## config.mk

```make
export PLATFORM = sky130hd
export DESIGN_NAME = spread_frame_sched
export DESIGN_NICKNAME = d
export VERILOG_FILES = /design/src/rtl/spread_frame_sched.sv
export SDC_FILE = /design/constraint.sdc
export NUM_CORES = 1
export LEC_CHECK = 0
export ABC_CLOCK_PERIOD_IN_PS = 4600
export CAP_MARGIN = 20
export CORE_MARGIN = 4
export CORE_UTILIZATION = 42
export DETAILED_ROUTE_END_ITERATION = 8
export GPL_ROUTABILITY_DRIVEN = 0
export PLACE_DENSITY = 0.69
export SETUP_SLACK_MARGIN = 0.2
export SLEW_MARGIN = 25
export SYNTH_ARGS = -nofsm -noshare
export SYNTH_HDL_FRONTEND = slang
export SYNTH_SLANG_ARGS = --single-unit
export TNS_END_PERCENT = 100
```

## constraint.sdc

```tcl
create_clock -name i_clk -period 4.6 [get_ports i_clk]
set_clock_uncertainty 0.05 [all_clocks]
set_input_delay 1.38 -clock i_clk [delete_from_list [all_inputs] [get_ports i_clk]]
set_output_delay 1.38 -clock i_clk [all_outputs]
set_load 0.01 [all_outputs]
```

## src/rtl/spread_frame_sched.sv

```systemverilog
// -----------------------------------------------------------------------------
// spread_frame_sched
//   Frame scheduler in front of the spectrum spreader. Round-robin arbitrates
//   between N_REQ byte-stream requesters and grants one for a whole frame. The
//   frame is then serialised MSB-first, one bit at a time, over a valid/ready
//   link. A frame is a fixed preamble followed by the granted requester's
//   payload bytes. After each frame the link idles for GAP_CYC cycles.
//
//   Optional build macro: SPREAD_SCHED_PARITY_EN
//     When it is defined, one even-parity bit follows the last payload bit.
//     This bit is the XOR of all payload bits; the preamble is not included.
//
// Ports
//   i_clk, i_reset      clock and synchronous active-high reset
//   i_req[N]            per-requester frame request (level)
//   i_byte[8N]          payload bytes, requester k on [8k+7:8k]
//   i_byte_valid[N]     byte valid per requester
//   i_last[N]           last payload byte of the frame (qualified by valid)
//   o_byte_ready[N]     one-hot byte ready, only for the granted requester
//   o_grant[N]          one-hot grant, held for the whole frame
//   o_sp_data           serial bit to the spreader
//   o_sp_valid          serial bit valid, held until consumed
//   i_sp_ready          spreader ready
//   o_sp_enable         spreader enable
//   o_busy              high in every state except IDLE
//   o_frame_done        1-cycle pulse after the final frame bit is consumed
// -----------------------------------------------------------------------------
module spread_frame_sched #(
    parameter int          N_REQ    = 4,
    parameter logic [15:0] PREAMBLE = 16'hF5A0,
    parameter int          PRE_LEN  = 16,
    parameter int          GAP_CYC  = 8
) (
    input  logic               i_clk,
    input  logic               i_reset,
    input  logic [N_REQ-1:0]   i_req,
    input  logic [8*N_REQ-1:0] i_byte,
    input  logic [N_REQ-1:0]   i_byte_valid,
    input  logic [N_REQ-1:0]   i_last,
    output logic [N_REQ-1:0]   o_byte_ready,
    output logic [N_REQ-1:0]   o_grant,
    output logic               o_sp_data,
    output logic               o_sp_valid,
    input  logic               i_sp_ready,
    output logic               o_sp_enable,
    output logic               o_busy,
    output logic               o_frame_done
);

    localparam int PTR_W = (N_REQ > 1) ? $clog2(N_REQ) : 1;
    localparam int GAP_W = $clog2(GAP_CYC + 1);

    typedef enum logic [2:0] {
        ST_IDLE = 3'd0,
        ST_ARB  = 3'd1,
        ST_PRE  = 3'd2,
        ST_LOAD = 3'd3,
        ST_PAY  = 3'd4,
        ST_GAP  = 3'd5
`ifdef SPREAD_SCHED_PARITY_EN
        , ST_PAR = 3'd6
`endif
    } state_t;

`ifdef SPREAD_SCHED_PARITY_EN
    function automatic logic byte_parity(input logic [7:0] b);
        return ^b;
    endfunction
`endif

    state_t             state_q;
    logic [PTR_W-1:0]   ptr_q;
    logic [N_REQ-1:0]   grant_q;
    logic [N_REQ-1:0]   byte_ready_q;
    logic               sp_data_q;
    logic               sp_valid_q;
    logic               enable_q;
    logic               busy_q;
    logic               done_q;
    logic [3:0]         pre_cnt_q;
    logic [2:0]         pay_cnt_q;
    logic [GAP_W-1:0]   gap_cnt_q;
    logic [7:0]         byte_q;
    logic               last_q;
`ifdef SPREAD_SCHED_PARITY_EN
    logic               par_q;
`endif

    logic [N_REQ-1:0]   arb_grant_d;
    logic [PTR_W-1:0]   arb_idx_d;
    logic               arb_found_d;
    logic [PTR_W-1:0]   ptr_next_d;
    logic [7:0]         sel_byte_s;
    logic               sel_valid_s;
    logic               sel_last_s;
    logic               consume_s;

    assign consume_s = sp_valid_q & i_sp_ready;

    // Round-robin search: first requesting index at or after ptr_q, wrapping.
    always_comb begin
        logic [PTR_W:0]   sum;
        logic [PTR_W-1:0] idx;
        arb_grant_d = '0;
        arb_idx_d   = '0;
        arb_found_d = 1'b0;
        sum         = '0;
        idx         = '0;
        for (int i = 0; i < N_REQ; i++) begin
            sum = {1'b0, ptr_q} + (PTR_W+1)'(i);
            if (sum >= (PTR_W+1)'(N_REQ)) begin
                sum = sum - (PTR_W+1)'(N_REQ);
            end else begin
                sum = sum;
            end
            idx = sum[PTR_W-1:0];
            if (!arb_found_d && i_req[idx]) begin
                arb_found_d      = 1'b1;
                arb_grant_d[idx] = 1'b1;
                arb_idx_d        = idx;
            end else begin
                arb_found_d = arb_found_d;
            end
        end
    end

    // Pointer moves to the requester just after the winner.
    always_comb begin
        if (arb_idx_d == PTR_W'(N_REQ - 1)) begin
            ptr_next_d = '0;
        end else begin
            ptr_next_d = arb_idx_d + PTR_W'(1);
        end
    end

    // One-hot mux of the granted requester's byte lane; other lanes are masked out.
    always_comb begin
        sel_byte_s  = 8'h00;
        sel_valid_s = 1'b0;
        sel_last_s  = 1'b0;
        for (int k = 0; k < N_REQ; k++) begin
            sel_byte_s  = sel_byte_s | (i_byte[8*k +: 8] & {8{grant_q[k]}});
            sel_valid_s = sel_valid_s | (i_byte_valid[k] & grant_q[k]);
            sel_last_s  = sel_last_s | (i_last[k] & grant_q[k]);
        end
    end

    // Frame FSM with all outputs registered.
    always_ff @(posedge i_clk) begin
        if (i_reset) begin
            state_q      <= ST_IDLE;
            ptr_q        <= '0;
            grant_q      <= '0;
            byte_ready_q <= '0;
            sp_data_q    <= 1'b0;
            sp_valid_q   <= 1'b0;
            enable_q     <= 1'b0;
            busy_q       <= 1'b0;
            done_q       <= 1'b0;
            pre_cnt_q    <= 4'd0;
            pay_cnt_q    <= 3'd0;
            gap_cnt_q    <= '0;
            byte_q       <= 8'h00;
            last_q       <= 1'b0;
`ifdef SPREAD_SCHED_PARITY_EN
            par_q        <= 1'b0;
`endif
        end else begin
            done_q <= 1'b0;
            case (state_q)
                ST_IDLE: begin
                    if (|i_req) begin
                        state_q <= ST_ARB;
                        busy_q  <= 1'b1;
                    end
                end
                ST_ARB: begin
                    // A request that vanished before arbitration returns to IDLE.
                    if (arb_found_d) begin
                        grant_q    <= arb_grant_d;
                        ptr_q      <= ptr_next_d;
                        enable_q   <= 1'b1;
                        sp_valid_q <= 1'b1;
                        sp_data_q  <= PREAMBLE[PRE_LEN-1];
                        pre_cnt_q  <= 4'(PRE_LEN - 1);
`ifdef SPREAD_SCHED_PARITY_EN
                        par_q      <= 1'b0;
`endif
                        state_q    <= ST_PRE;
                    end else begin
                        busy_q  <= 1'b0;
                        state_q <= ST_IDLE;
                    end
                end
                ST_PRE: begin
                    if (consume_s) begin
                        if (pre_cnt_q == 4'd0) begin
                            sp_valid_q   <= 1'b0;
                            byte_ready_q <= grant_q;
                            state_q      <= ST_LOAD;
                        end else begin
                            pre_cnt_q <= pre_cnt_q - 4'd1;
                            sp_data_q <= PREAMBLE[pre_cnt_q - 4'd1];
                        end
                    end
                end
                ST_LOAD: begin
                    // Ready is high for the whole of LOAD, so valid alone accepts.
                    if (sel_valid_s) begin
                        byte_q       <= sel_byte_s;
                        last_q       <= sel_last_s;
                        byte_ready_q <= '0;
                        sp_valid_q   <= 1'b1;
                        sp_data_q    <= sel_byte_s[7];
                        pay_cnt_q    <= 3'd7;
`ifdef SPREAD_SCHED_PARITY_EN
                        par_q        <= par_q ^ byte_parity(sel_byte_s);
`endif
                        state_q      <= ST_PAY;
                    end
                end
                ST_PAY: begin
                    if (consume_s) begin
                        if (pay_cnt_q == 3'd0) begin
                            if (last_q) begin
`ifdef SPREAD_SCHED_PARITY_EN
                                sp_data_q <= par_q;
                                state_q   <= ST_PAR;
`else
                                sp_valid_q <= 1'b0;
                                done_q     <= 1'b1;
                                gap_cnt_q  <= '0;
                                state_q    <= ST_GAP;
`endif
                            end else begin
                                sp_valid_q   <= 1'b0;
                                byte_ready_q <= grant_q;
                                state_q      <= ST_LOAD;
                            end
                        end else begin
                            pay_cnt_q <= pay_cnt_q - 3'd1;
                            sp_data_q <= byte_q[pay_cnt_q - 3'd1];
                        end
                    end
                end
`ifdef SPREAD_SCHED_PARITY_EN
                ST_PAR: begin
                    if (consume_s) begin
                        sp_valid_q <= 1'b0;
                        done_q     <= 1'b1;
                        gap_cnt_q  <= '0;
                        state_q    <= ST_GAP;
                    end
                end
`endif
                ST_GAP: begin
                    if (gap_cnt_q == GAP_W'(GAP_CYC - 1)) begin
                        grant_q  <= '0;
                        enable_q <= 1'b0;
                        busy_q   <= 1'b0;
                        state_q  <= ST_IDLE;
                    end else begin
                        gap_cnt_q <= gap_cnt_q + GAP_W'(1);
                    end
                end
                default: begin
                    state_q      <= ST_IDLE;
                    grant_q      <= '0;
                    byte_ready_q <= '0;
                    sp_valid_q   <= 1'b0;
                    enable_q     <= 1'b0;
                    busy_q       <= 1'b0;
                end
            endcase
        end
    end

    assign o_byte_ready = byte_ready_q;
    assign o_grant      = grant_q;
    assign o_sp_data    = sp_data_q;
    assign o_sp_valid   = sp_valid_q;
    assign o_sp_enable  = enable_q;
    assign o_busy       = busy_q;
    assign o_frame_done = done_q;

endmodule

```

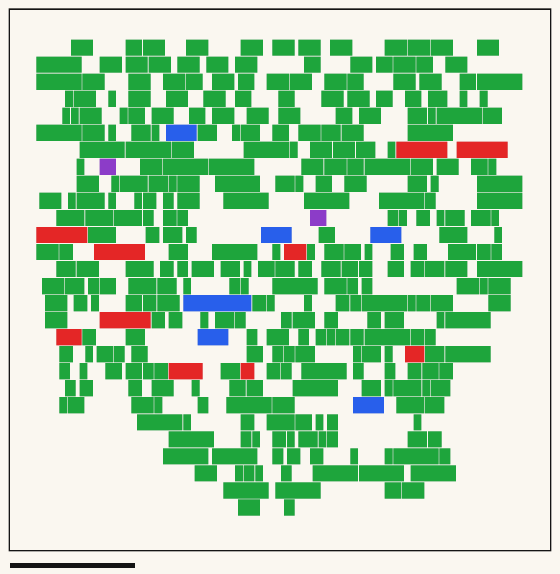
Fig. 1. Cell sizes after repair.
The bar under the picture is 20 µm long.
Green marks _0 and _1 cells, cells 334, share 95%, most used clkdlybuf4s50_1. Red marks _2 cells, cells 10, share 2.8%, most used mux4_2. Purple marks _3 and _4 cells, cells 2, share 0.57%, most used buf_4. Blue marks _6 and larger, cells 6, share 1.7%, most used clkbuf_8.
Worst Setup Slack, final: 0.938 ns
area added between synthesis and finish: 28.2%

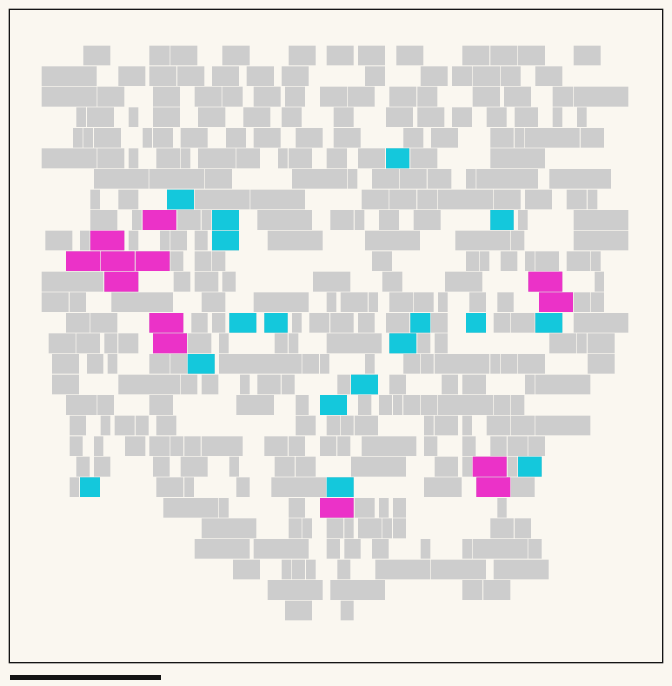
Fig. 2. Selected gate families.
The bar under the picture is 20 µm long.
Magenta marks adder and majority cells, cells 13, most used ha_1. Cyan marks AND-OR and OR-AND gates, cells 17, most used a221o_1.
logic share of the area: 51.6%
final cell count without fillers: 427
most frequent logic cell in the layout: clkdlybuf4s50_1

==> impl_metrics.json <==
{
  "run_status": "finished clean",
  "clk_pin_slew_worst_paths_ns": 0.07,
  "clock-root-buffer": "clkbuf_8",
  "vdd_drop_max_uv": 312,
  "edf_count": 0,
  "ff2ff_path_depth": 7,
  "synth_async_sr_flop_share_pct": 0,
  "grt_pass1_vias": 2293,
  "flop_area_um2": 761,
  "die_h_um": 86.3,
  "yosysTopAreaCell": "dfxtp_1",
  "fin_util_pct": 55.7,
  "tritoncts": "yes",
  "ys_area_um2": 2570,
  "syn_inst": 304,
  "rows": 28,
  "crit_cells": 6,
  "crit_slowest_cell": "clkdlybuf4s50_1",
  "worstReg2RegStart": "ptr_q[0]$_SDFFE_PP0P_",
  "power.sequential.fraction_pct": 35.3,
  "setup_violations": 0,
  "cts_max_path_buffers": 2,
  "detail-route-antenna-nets": 0,
  "cts.sinks": 38,
  "cpMostUsedCell": "or3_1",
  "path_class": "input port to register",
  "swShare_pct": 39.6,
  "routed_via_density": 5.91,
  "antenna_found_initial": 0,
  "synth_stat.cells": 304,
  "track_usage_pct": 18.4,
  "min_period_over_period_pct": 79.6,
  "syn_area_um2": 2570,
  "chipWidth_um": 86.3,
  "finalCriticalPeriod_ns": 3.66,
  "first_pass_iters": 4,
  "drt-total-wl_um": 7040,
  "drcViolationCount": 0,
  "slew_violations": 0,
  "hp-class": "register to register",
  "topCellsByArea": "dfxtp_1, ha_1, a22oi_1",
  "yosysUniqueCellTypes": 55,
  "yosysSeqAreaShare_pct": 29.6,
  "r2r-end": "ptr_q[1]$_SDFFE_PP0P_",
  "crit_family": "simple AND/OR/NAND/NOR gates",
  "dp_hpwl_um": 5280,
  "ios": 60,
  "worst_slew_pin_slew_ns": 0.898,
  "critPathLaunchType": "input port",
  "synthTopCellsByCount": "dfxtp_1, nor2_1, clkbuf_1",
  "most_common_cell": "dfxtp_1",
  "p_clk_share_pct": 18.8,
  "worstHoldEndpoint": "o_byte_ready[3]$_SDFFE_PP0P_",
  "cts.repair.resized": 0,
  "wl_per_cell_um": 16.5,
  "p_int_uw": 902,
  "tool_warnings": 35,
  "cp.required_ns": 4.75,
  "critPathBufInv": 1,
  "hold_buffers": 0,
  "fmax_mhz": 273,
  "relSlewSlack_pct": 40.0,
  "io_buffers": 59,
  "postCtsSetupBuffers": 0,
  "comb_power_share_pct": 46.0,
  "end_kind": "register",
  "top_area_share_pct": 29.6,
  "worstPathMaxFanout": 14,
  "diodes": 0,
  "comb_area_um2": 1700,
  "power.density_nw_per_um2": 452,
  "hold_path_startpoint": "o_byte_ready[3]$_SDFFE_PP0P_",
  "setup_tns_ns": 0,
  "fp_util_pct": 43.4,
  "cap_viol_max_count": 0,
  "drive_above_1_share_pct": 5.11,
  "dieArea_um2": 7440,
  "worstSkewPairLatency_ns": 0.30,
  "grt_max_degree": 33,
  "whs_path_depth": 2,
  "drt-initial-drc-count": 141
}
==> registers in the layout, summed over array words and instances, names as in the netlist <==
signal / flops
last_q: 1
o_sp_enable: 1
o_frame_done: 1
state_q: 3
ptr_q: 2
o_sp_data: 1
gap_cnt_q: 4
pay_cnt_q: 3
o_sp_valid: 1
o_busy: 1
pre_cnt_q: 4
byte_q: 8
o_byte_ready: 4
o_grant: 4
==> layout by cell type (no fill, tap or decap), types with 7 or more instances in the layout <==
master / instances
a22oi_1: 18
mux2i_1: 9
nor2_1: 33
nand2_1: 16
nor3_1: 9
a311oi_1: 14
clkdlybuf4s50_1: 59
a21oi_1: 18
inv_1: 8
nor2b_1: 13
o21ai_0: 7
ha_1: 13
dfxtp_1: 38
==> cell type report <==
cell class	instances	share of cell area (%)
multi-input combinational	237	51.6
timing repair buffer	61	18.4
inverter	8	0.910
tap	75	2.85
sequential	38	23.1
clock inverter	1	0.910
clock buffer	7	2.31
==> metal layers <==
metal / GRT usage (%) / share of wire (%) / vias to the layer above
li1: - / - / 1264
met1: 24.9 / 48 / 1219
met2: 30.3 / 49 / 31
met3: 3.71 / 2.2 / 9
met4: 4.39 / 1.0 / 0
met5: 0 / 0 / -
==> stage by stage <==
step / area (µm²) / cells / hold slack (ns) / total power [mW] / setup WS, ns
after CTS: 3300 / 427 / 0.419 / 1.50 / 0.959
after floorplan: 2570 / 304 / 0.399 / 1.00 / 1.48
final: 3300 / 427 / 0.413 / 1.49 / 0.938
after global routing: 3300 / 427 / 0.445 / 1.59 / 0.853
after global placement: 3190 / 419 / 0.397 / 1.20 / 0.757
after detailed placement: 3190 / 419 / 0.409 / 1.21 / 0.662
==> power groups by stage <==
| stage | registers, mW | logic [mW] | clock network [mW] |
|---|---|---|---|
| global placement | 0.531 | 0.671 | 0 |
| detailed placement | 0.531 | 0.682 | 0 |
| floorplan | 0.456 | 0.545 | 0 |
| finish | 0.526 | 0.686 | 0.280 |
| CTS | 0.524 | 0.685 | 0.286 |
| global route | 0.543 | 0.749 | 0.299 |
==> worst reg2reg max path, delay by kind of cell, from the launching register on <==
family	cells	cell delay [ns]
multiplexers	1	0.63
adder cells (fa/ha/maj)	1	0.60
buffers and inverters	1	0.26
AND-OR/OR-AND	2	0.60
flip-flops	1	0.72
AND/OR/NAND/NOR	2	0.54
==> how the worst max path moves through the flow <==
| stage | startpoint | endpoint | slack [ns] |
|---|---|---|---|
| floorplan | i_req[3] | ptr_q[1]$_SDFFE_PP0P_ | 1.48 |
| global placement | i_req[3] | ptr_q[1]$_SDFFE_PP0P_ | 0.76 |
| detailed placement | i_req[2] | ptr_q[1]$_SDFFE_PP0P_ | 0.66 |
| CTS | i_req[2] | ptr_q[1]$_SDFFE_PP0P_ | 0.96 |
| global route | i_req[2] | ptr_q[1]$_SDFFE_PP0P_ | 0.85 |
| finish | i_req[2] | ptr_q[1]$_SDFFE_PP0P_ | 0.94 |
==> logic make-up after synthesis <==
group           Yosys count  share of synthesized area (%)
compound gates          101                           29.6
xor+xnor                  3                           1.02
fa+ha+maj                13                           6.32
buf+inv                  29                           4.28
flops                    38                           29.6
mux                      15                           8.32
simple gates            105                           20.9
Power and IR drop assume default switching activity.
